`config.mk`:
```
export PLATFORM = sky130hd
export DESIGN_NAME = fifo_to_app_wr_n_flat
export DESIGN_NICKNAME = d
export VERILOG_FILES = /design/src/rtl/fifo_to_app_wr_n_if.sv /design/src/rtl/fifo_to_app_wr_n.sv /design/src/flat_wrapper.sv
export SDC_FILE = /design/constraint.sdc
export NUM_CORES = 1
export LEC_CHECK = 0
export ABC_AREA = 1
export CORE_MARGIN = 4
export CORE_UTILIZATION = 50
export CTS_BUF_LIST = sky130_fd_sc_hd__clkbuf_8
export DETAILED_ROUTE_END_ITERATION = 16
export DONT_BUFFER_PORTS = 1
export GPL_TIMING_DRIVEN = 0
export HOLD_SLACK_MARGIN = 0.05
export SLEW_MARGIN = 10
export SYNTH_ARGS = -nofsm -noshare
export SYNTH_HDL_FRONTEND = slang
export SYNTH_SLANG_ARGS = --single-unit
```
`constraint.sdc`:
```
create_clock -name clk -period 8.7 [get_ports clk]
set_input_delay 1.74 -clock clk [delete_from_list [all_inputs] [get_ports clk]]
set_output_delay 1.74 -clock clk [all_outputs]
set_load 0.005 [all_outputs]
```
`src/rtl/fifo_to_app_wr_n_if.sv`:
```
// Signal bundle between the write/address FIFOs, fifo_to_app_wr_n and the memory-controller app port.
// The mask pair is present only when WR_MASK_EN is defined.
interface fifo_to_app_wr_n_if #(
  parameter int DATA_W = 64,
  parameter int BEATS  = 2,
  parameter int ADDR_W = 27
);
  logic                    has_wr_data;
  logic                    get_wr_data;
  logic [DATA_W*BEATS-1:0] write_data_in;
  logic                    has_wr_adx;
  logic                    get_wr_adx;
  logic [ADDR_W-1:0]       address_in;
  logic [DATA_W-1:0]       write_data_out;
  logic                    app_wdf_wren;
  logic                    app_wdf_end;
  logic                    app_wdf_rdy;
  logic                    app_en;
  logic [2:0]              app_cmd;
  logic [ADDR_W-1:0]       address_out;
  logic                    app_rdy;
  logic [3:0]              credit_count;
`ifdef WR_MASK_EN
  logic [DATA_W/8*BEATS-1:0] write_mask_in;
  logic [DATA_W/8-1:0]       app_wdf_mask;
`endif

  modport master (
    input  has_wr_data, write_data_in, has_wr_adx, address_in, app_wdf_rdy, app_rdy,
    output get_wr_data, get_wr_adx, write_data_out, app_wdf_wren, app_wdf_end,
           app_en, app_cmd, address_out, credit_count
`ifdef WR_MASK_EN
    , input write_mask_in, output app_wdf_mask
`endif
  );

  modport slave (
    output has_wr_data, write_data_in, has_wr_adx, address_in, app_wdf_rdy, app_rdy,
    input  get_wr_data, get_wr_adx, write_data_out, app_wdf_wren, app_wdf_end,
           app_en, app_cmd, address_out, credit_count
`ifdef WR_MASK_EN
    , output write_mask_in, input app_wdf_mask
`endif
  );
endinterface

```
`src/rtl/fifo_to_app_wr_n.sv`:
```
// Drains write-data bursts and write addresses from two FIFOs into an app write port.
// Data may run ahead of commands by up to LEAD_MAX bursts. Optional byte mask: WR_MASK_EN.
module fifo_to_app_wr_n #(
  parameter int DATA_W     = 64,
  parameter int BEATS      = 2,
  parameter int ADDR_W     = 27,
  parameter int ALIGN_BITS = 3,
  parameter int LEAD_MAX   = 4
) (
  input logic                clk,
  input logic                reset,
  fifo_to_app_wr_n_if.master bus
);
  localparam int              BW         = (BEATS > 1) ? $clog2(BEATS) : 1;
  localparam logic [3:0]      LEAD       = 4'(LEAD_MAX);
  localparam logic [BW-1:0]   LAST       = BW'(BEATS - 1);
  localparam logic [ADDR_W-1:0] ALIGN_MASK = ~((ADDR_W'(1) << ALIGN_BITS) - ADDR_W'(1));

  typedef enum logic [1:0] {D_IDLE, D_LOAD, D_BEAT}  d_state_t;
  typedef enum logic [1:0] {C_IDLE, C_LOAD, C_ISSUE} c_state_t;

  d_state_t d_state, d_nxt;
  c_state_t c_state, c_nxt;

  logic [BEATS-1:0][DATA_W-1:0] burst_q;
  logic [BW-1:0]                beat_q;
  logic [ADDR_W-1:0]            addr_q;
  logic [3:0]                   credit_q, credit_nxt;
  logic                         get_d, get_c;
  logic                         wren, beat_last, data_done, cmd_done;

  assign wren       = (d_state == D_BEAT);
  assign beat_last  = (beat_q == LAST);
  assign data_done  = wren && bus.app_wdf_rdy && beat_last;
  assign cmd_done   = (c_state == C_ISSUE) && bus.app_rdy;
  // A burst completing and a command retiring in the same cycle cancel out.
  assign credit_nxt = credit_q + 4'(data_done) - 4'(cmd_done);

  // Data path next state; a back-to-back pop is judged on the post-update credit.
  always_comb begin
    d_nxt = d_state;
    get_d = 1'b0;
    case (d_state)
      D_IDLE: if (bus.has_wr_data && credit_q < LEAD) begin
        get_d = 1'b1;
        d_nxt = D_LOAD;
      end
      D_LOAD: d_nxt = D_BEAT;
      D_BEAT: if (data_done) begin
        if (bus.has_wr_data && credit_nxt < LEAD) begin
          get_d = 1'b1;
          d_nxt = D_LOAD;
        end else begin
          d_nxt = D_IDLE;
        end
      end
      default: d_nxt = D_IDLE;
    endcase
  end

  always_comb begin
    c_nxt = c_state;
    get_c = 1'b0;
    case (c_state)
      C_IDLE: if (bus.has_wr_adx && credit_q != 4'd0) begin
        get_c = 1'b1;
        c_nxt = C_LOAD;
      end
      C_LOAD: c_nxt = C_ISSUE;
      C_ISSUE: if (cmd_done) begin
        if (bus.has_wr_adx && credit_nxt != 4'd0) begin
          get_c = 1'b1;
          c_nxt = C_LOAD;
        end else begin
          c_nxt = C_IDLE;
        end
      end
      default: c_nxt = C_IDLE;
    endcase
  end

  always_ff @(posedge clk or posedge reset) begin
    if (reset) begin
      d_state <= D_IDLE;
      beat_q  <= '0;
      burst_q <= '0;
    end else begin
      d_state <= d_nxt;
      if (d_state == D_LOAD) begin
        burst_q <= bus.write_data_in;
        beat_q  <= '0;
      end else if (wren && bus.app_wdf_rdy && !beat_last) begin
        beat_q <= beat_q + BW'(1);
      end
    end
  end

  always_ff @(posedge clk or posedge reset) begin
    if (reset) begin
      c_state  <= C_IDLE;
      addr_q   <= '0;
      credit_q <= '0;
    end else begin
      c_state  <= c_nxt;
      credit_q <= credit_nxt;
      if (c_state == C_LOAD) addr_q <= bus.address_in & ALIGN_MASK;
    end
  end

  // Pops are blocked while reset is held so nothing is taken and then discarded.
  assign bus.get_wr_data    = get_d && !reset;
  assign bus.get_wr_adx     = get_c && !reset;
  assign bus.app_wdf_wren   = wren;
  assign bus.app_wdf_end    = wren && beat_last;
  assign bus.write_data_out = wren ? burst_q[beat_q] : '1;
  assign bus.app_en         = (c_state == C_ISSUE);
  assign bus.app_cmd        = 3'b000;
  assign bus.address_out    = (c_state == C_ISSUE) ? addr_q : '1;
  assign bus.credit_count   = credit_q;

`ifdef WR_MASK_EN
  logic [BEATS-1:0][DATA_W/8-1:0] mask_q;

  always_ff @(posedge clk or posedge reset) begin
    if (reset)                  mask_q <= '0;
    else if (d_state == D_LOAD) mask_q <= bus.write_mask_in;
  end

  assign bus.app_wdf_mask = wren ? mask_q[beat_q] : '0;
`endif
endmodule
```
`src/flat_wrapper.sv`:
```
// flat-port wrapper written by rule: the top's interface ports become plain ports
module fifo_to_app_wr_n_flat 
#(
  parameter int DATA_W     = 64,
  parameter int BEATS      = 2,
  parameter int ADDR_W     = 27,
  parameter int ALIGN_BITS = 3,
  parameter int LEAD_MAX   = 4
)
  (clk, reset, bus_has_wr_data, bus_write_data_in, bus_has_wr_adx, bus_address_in, bus_app_wdf_rdy, bus_app_rdy, bus_get_wr_data, bus_get_wr_adx, bus_write_data_out, bus_app_wdf_wren, bus_app_wdf_end, bus_app_en, bus_app_cmd, bus_address_out, bus_credit_count);
  fifo_to_app_wr_n_if #(.DATA_W(DATA_W), .BEATS(BEATS), .ADDR_W(ADDR_W)) bus_i ();
  input logic clk;
  input logic reset;
  input wire logic [$bits(bus_i.has_wr_data)-1:0] bus_has_wr_data;
  input wire logic [$bits(bus_i.write_data_in)-1:0] bus_write_data_in;
  input wire logic [$bits(bus_i.has_wr_adx)-1:0] bus_has_wr_adx;
  input wire logic [$bits(bus_i.address_in)-1:0] bus_address_in;
  input wire logic [$bits(bus_i.app_wdf_rdy)-1:0] bus_app_wdf_rdy;
  input wire logic [$bits(bus_i.app_rdy)-1:0] bus_app_rdy;
  output wire logic [$bits(bus_i.get_wr_data)-1:0] bus_get_wr_data;
  output wire logic [$bits(bus_i.get_wr_adx)-1:0] bus_get_wr_adx;
  output wire logic [$bits(bus_i.write_data_out)-1:0] bus_write_data_out;
  output wire logic [$bits(bus_i.app_wdf_wren)-1:0] bus_app_wdf_wren;
  output wire logic [$bits(bus_i.app_wdf_end)-1:0] bus_app_wdf_end;
  output wire logic [$bits(bus_i.app_en)-1:0] bus_app_en;
  output wire logic [$bits(bus_i.app_cmd)-1:0] bus_app_cmd;
  output wire logic [$bits(bus_i.address_out)-1:0] bus_address_out;
  output wire logic [$bits(bus_i.credit_count)-1:0] bus_credit_count;
  assign bus_i.has_wr_data = bus_has_wr_data;
  assign bus_i.write_data_in = bus_write_data_in;
  assign bus_i.has_wr_adx = bus_has_wr_adx;
  assign bus_i.address_in = bus_address_in;
  assign bus_i.app_wdf_rdy = bus_app_wdf_rdy;
  assign bus_i.app_rdy = bus_app_rdy;
  assign bus_get_wr_data = bus_i.get_wr_data;
  assign bus_get_wr_adx = bus_i.get_wr_adx;
  assign bus_write_data_out = bus_i.write_data_out;
  assign bus_app_wdf_wren = bus_i.app_wdf_wren;
  assign bus_app_wdf_end = bus_i.app_wdf_end;
  assign bus_app_en = bus_i.app_en;
  assign bus_app_cmd = bus_i.app_cmd;
  assign bus_address_out = bus_i.address_out;
  assign bus_credit_count = bus_i.credit_count;
  fifo_to_app_wr_n #(.DATA_W(DATA_W), .BEATS(BEATS), .ADDR_W(ADDR_W), .ALIGN_BITS(ALIGN_BITS), .LEAD_MAX(LEAD_MAX)) u_core (.clk(clk), .reset(reset), .bus(bus_i));
endmodule
```
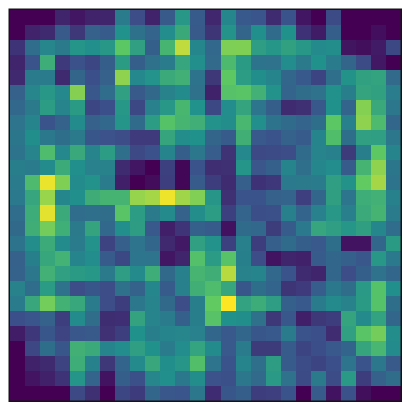
Fig. 1. Wire density map (run 1).
Scale: 3 px per um. 26 x 26 tiles, from dark purple (low) to yellow (high), scaled to the fullest tile. Values are wire area over tile area, all layers added.
mean over tiles: 0.20
fullest tile: 0.52
tiles over half the peak: 26%
nearly empty tiles: 4.1%
routed wire length: 19700 um
routed via count: 5924
Wirelength per Cell: 17.1 um

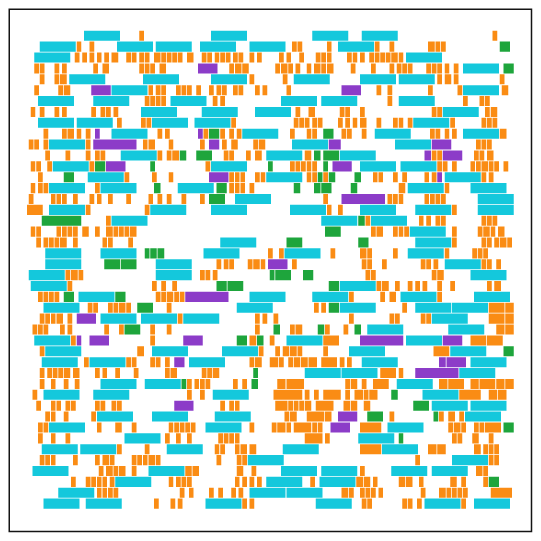
Fig. 2. Placed cells, one colour a class (run 1).
Scale: 4 px per um.
[flip-flops] cyan | cells: 161
[all other logic] orange | cells: 711
[other buffers and delay cells] green | cells: 60
[clock drivers and dummy loads] purple | cells: 31
standard-cell row count: 44
fin util: 0.560

==> flow_metrics.env, run 1 <==
# implementation run metrics
export IMPL_outcome="complete, no violations"
export IMPL_p_sw_uw=1300
export IMPL_holdWs_ns=0.474
export IMPL_switching_share=0.402
export IMPL_syn_avg_cell_area_um2=8.04
export IMPL_tool_warnings=32
export IMPL_min_path_cells=2
export IMPL_wl_met2_um=9470
export IMPL_topRoutingLayerUsed="met5"
export IMPL_clk_path_buf_depth=2
export IMPL_worst_setup_path_start_kind="input pin"
export IMPL_p_seq_uw=1320
export IMPL_diodes=0
export IMPL_seqPwrFrac=0.410
export IMPL_seq_area_um2=4030
export IMPL_nNonClkBuffers=60
export IMPL_synthArstFlopShare=1.00
export IMPL_avgViaCountPerCell=5.16
export IMPL_busiest_layer="met2"
export IMPL_slew_headroom=0.634
export IMPL_drc=0
export IMPL_r2r_setup_slack_ns=6.35
export IMPL_clk_pin_slew_ns=0.08
export IMPL_cp_cell_sequence="inv_1 -> nor2_2 -> ha_1 -> inv_1 -> ha_1 -> fa_1 -> xnor2_1 -> nand4_1 -> a21oi_1"
export IMPL_fin_tns_setup_ns=0
export IMPL_sh_seq_area=0.493
export IMPL_chipArea_um2=17000
export IMPL_numPortBuffers=0
export IMPL_top_power_group="registers"
export IMPL_clock_latency_ns=0.45
export IMPL_setup_ws_ns=3.47
export IMPL_synthTopLogicFamily="simple AND/OR/NAND/NOR gates"
export IMPL_nFlopsAndLatches=161
export IMPL_drt_iter0_markers=278
export IMPL_nets=1119
export IMPL_numCtsBuffers=17
export IMPL_max_stage_delay_ns=0.38
export IMPL_max_slew_worst_pin_slew_ns=0.549
export IMPL_power_density_nw_per_um2=394
export IMPL_dp_cells=1116
export IMPL_path_buffers=2
export IMPL_cts_sinks=161
export IMPL_ys_types=24
export IMPL_buf_share=0.0537
export IMPL_stdcell_count=1147
export IMPL_h_tree_depth=4
export IMPL_critPathKind="input pin to output port"
export IMPL_worst_r2r_endpoint="u_core.c_state[0]"
export IMPL_io_pins=264
export IMPL_grt_use_total=0.232
export IMPL_initCoreUtil=0.512
export IMPL_power_total_uw=3220
export IMPL_nonClockInverterCount=32
export IMPL_grt_pass1_vias=5995
export IMPL_rsz0062_at_grt="false"
export IMPL_powerComb_uw=1300
export IMPL_ys_sh_xor=0.00117
export IMPL_clkPwrFrac=0.188
export IMPL_gp_congestion=0.853
export IMPL_critPathTopFamily="adder cells"
export IMPL_postPlaceCellArea_um2=7740
export IMPL_yosys_top_cells_count="nand2_1 (532), dfrtp_1 (161), nand3_1 (69), inv_1 (27), buf_4 (19)"
export IMPL_ctsResizeCount=0
export IMPL_taps=184
export IMPL_most_common_cell="nand2_1"
export IMPL_simple_gate_share=0.341
export IMPL_slew_viol_final=0
export IMPL_ys_seq_frac=0.540
export IMPL_cts_root_buf="clkbuf_8"
export IMPL_cp_end_kind="output port"
export IMPL_lay_top_cells="nand2_1 (532), dfrtp_1 (161), nand3_1 (69)"
export IMPL_period_minus_slack_ns=5.23
export IMPL_skew_ns=0.00698
export IMPL_logic_area_um2=2910
export IMPL_holdPathEnd="u_core.burst_q[106]"
export IMPL_grt_max_degree=104
export IMPL_hp_class="register to register"
export IMPL_core_area_um2=14600
export IMPL_drtAntennaViolNets=0
export IMPL_drive_gt1_frac=0.117
export IMPL_cap_violations=0
export IMPL_tritoncts="built"
export IMPL_hold_violations=0
export IMPL_nClkBuffers=17
export IMPL_intPower_uw=1930
export IMPL_pre_cts_slack_ns=3.48
export IMPL_crit_fanout=3
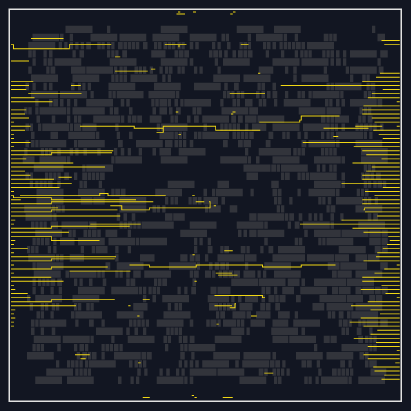
Fig. 3. Met3 routing (run 1).
Scale: 3 px per um.
nets with wire on the layer: 167
main direction: horizontal
M3 GR Usage: 0.0917

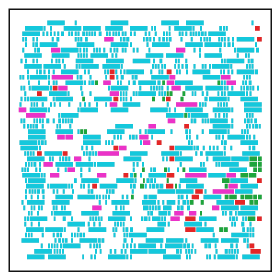
Fig. 4. Drive-strength map (run 1).
Scale: 2 px per um.
[drive 1 or less] cyan | cells: 850 | share: 88% | most used: nand2_1
[drive 2] green | cells: 46 | share: 4.8% | most used: buf_2
[drive 3 to 4] red | cells: 29 | share: 3.0% | most used: buf_4
[drive 6 and up] magenta | cells: 38 | share: 3.9% | most used: clkbuf_8

Fig. 5: run 1, clock routing
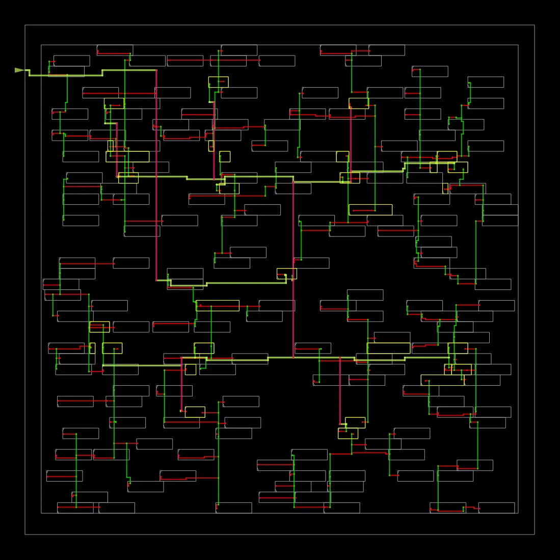

--- run 2 (diff from run 1) ---
--- a/config.mk
+++ b/config.mk
@@ -13,6 +13,7 @@
 export DONT_BUFFER_PORTS = 1
 export GPL_TIMING_DRIVEN = 0
 export HOLD_SLACK_MARGIN = 0.05
+export PLACE_DENSITY = 0.68
 export SLEW_MARGIN = 10
 export SYNTH_ARGS = -nofsm -noshare
 export SYNTH_HDL_FRONTEND = slang
==> constraint.sdc (replaced) <==
create_clock -name clk -period 4.75 [get_ports clk]
set_input_delay 0.95 -clock clk [delete_from_list [all_inputs] [get_ports clk]]
set_output_delay 0.95 -clock clk [all_outputs]
set_load 0.005 [all_outputs]
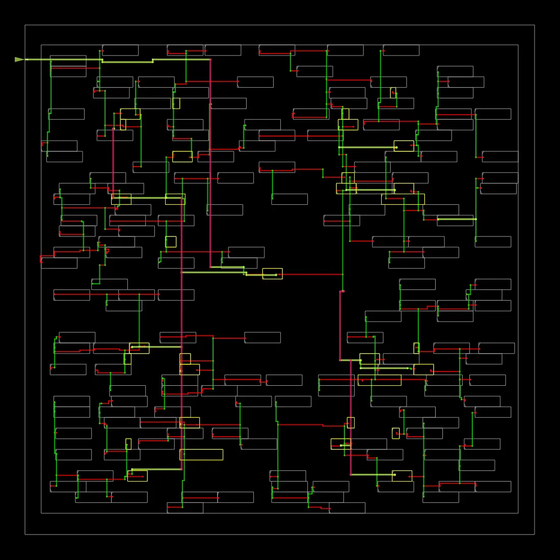
Fig. 6. Clock routing (run 2).
number of clock buffers in the layout: 17
Worst-Skew Late Latency: 0.45 ns
clock network power: 998 uW
sequential cell count: 161
clock sink count: 161

==> flow_metrics.env, run 2 <==
# implementation run metrics
export IMPL_numCtsBuffers=17
export IMPL_setup_ws_ns=1.10
export IMPL_cp_cell_sequence="inv_1 -> nor2_4 -> inv_2 -> nor2_2 -> ha_1 -> inv_1 -> ha_1 -> fa_1 -> xnor2_1 -> nand4_1 -> a21oi_1"
export IMPL_critPathTopFamily="adder cells"
export IMPL_flop_cell="dfrtp_1"
export IMPL_route_vias_total=5758
export IMPL_r2r_setup_slack_ns=2.41
export IMPL_switching_share=0.406
export IMPL_drive_gt1_frac=0.121
export IMPL_hp_class="input pin to async pin"
export IMPL_cts_root_buf="clkbuf_8"
export IMPL_grtUsageMet1=0.282
export IMPL_nonClockInverterCount=32
export IMPL_routed_wl_um=19200
export IMPL_holdWs_ns=0.406
export IMPL_power_total_uw=5760
export IMPL_slew_headroom=0.645
export IMPL_topRoutingLayerUsed="met4"
export IMPL_intPower_uw=3420
export IMPL_logic_area_um2=2910
export IMPL_powerComb_uw=2350
export IMPL_synthArstFlopShare=1.00
export IMPL_drt_iter0_markers=310
export IMPL_pre_cts_slack_ns=1.25
export IMPL_top_power_group="registers"
export IMPL_gp_congestion=0.790
export IMPL_grt_max_degree=38
export IMPL_period_minus_slack_ns=3.65
export IMPL_synthTopLogicFamily="simple AND/OR/NAND/NOR gates"
export IMPL_grt_pass1_vias=5721
export IMPL_cp_end_kind="output port"
export IMPL_wire_per_inst_um=16.7
export IMPL_clkPwrFrac=0.173
export IMPL_skew_ns=0.0108
export IMPL_path_buffers=3
export IMPL_synthTopCellsByArea="dfrtp_1 (54%), nand2_1 (27%), nand3_1 (4.6%), buf_6 (2.0%), buf_4 (1.9%)"
export IMPL_seqPwrFrac=0.418
export IMPL_syn_avg_cell_area_um2=8.04
export IMPL_diodes=0
export IMPL_chipArea_um2=17000
export IMPL_wl_met2_um=9370
export IMPL_lay_top_cells="nand2_1 (532), dfrtp_1 (161), nand3_1 (69)"
export IMPL_tool_warnings=30
export IMPL_worst_setup_path_start_kind="register"
export IMPL_clk_path_buf_depth=2
export IMPL_postPlaceCellArea_um2=7790
export IMPL_drtAntennaViolNets=0
export IMPL_most_common_cell="nand2_1"
export IMPL_power_density_nw_per_um2=705
export IMPL_yosys_top_cells_count="nand2_1 (532), dfrtp_1 (161), nand3_1 (69), inv_1 (27), buf_4 (19)"
export IMPL_simple_gate_share=0.341
export IMPL_dp_cells=1119
export IMPL_ys_sh_xor=0.00117
export IMPL_busiest_layer="met2"
export IMPL_crit_fanout=6
export IMPL_p_seq_uw=2410
export IMPL_ys_seq_frac=0.540
export IMPL_ys_types=24
export IMPL_grt_use_total=0.229
export IMPL_numPortBuffers=0
export IMPL_rsz0062_at_grt="false"
export IMPL_core_area_um2=14600
export IMPL_h_tree_depth=4
export IMPL_num_rows=44
export IMPL_io_pins=264
export IMPL_clk_pin_slew_ns=0.08
export IMPL_fin_tns_setup_ns=0
export IMPL_hold_violations=0
export IMPL_outcome="complete, no violations"
export IMPL_worst_r2r_endpoint="u_core.c_state[0]"
export IMPL_sh_seq_area=0.493
export IMPL_met3_usage=0.0815
export IMPL_fin_util=0.560
export IMPL_nets=1122
export IMPL_taps=184
export IMPL_seq_area_um2=4030
export IMPL_p_sw_uw=2340
export IMPL_avgViaCountPerCell=5.00
Power figures rest on the tool's default switching activity, not on a simulated workload.
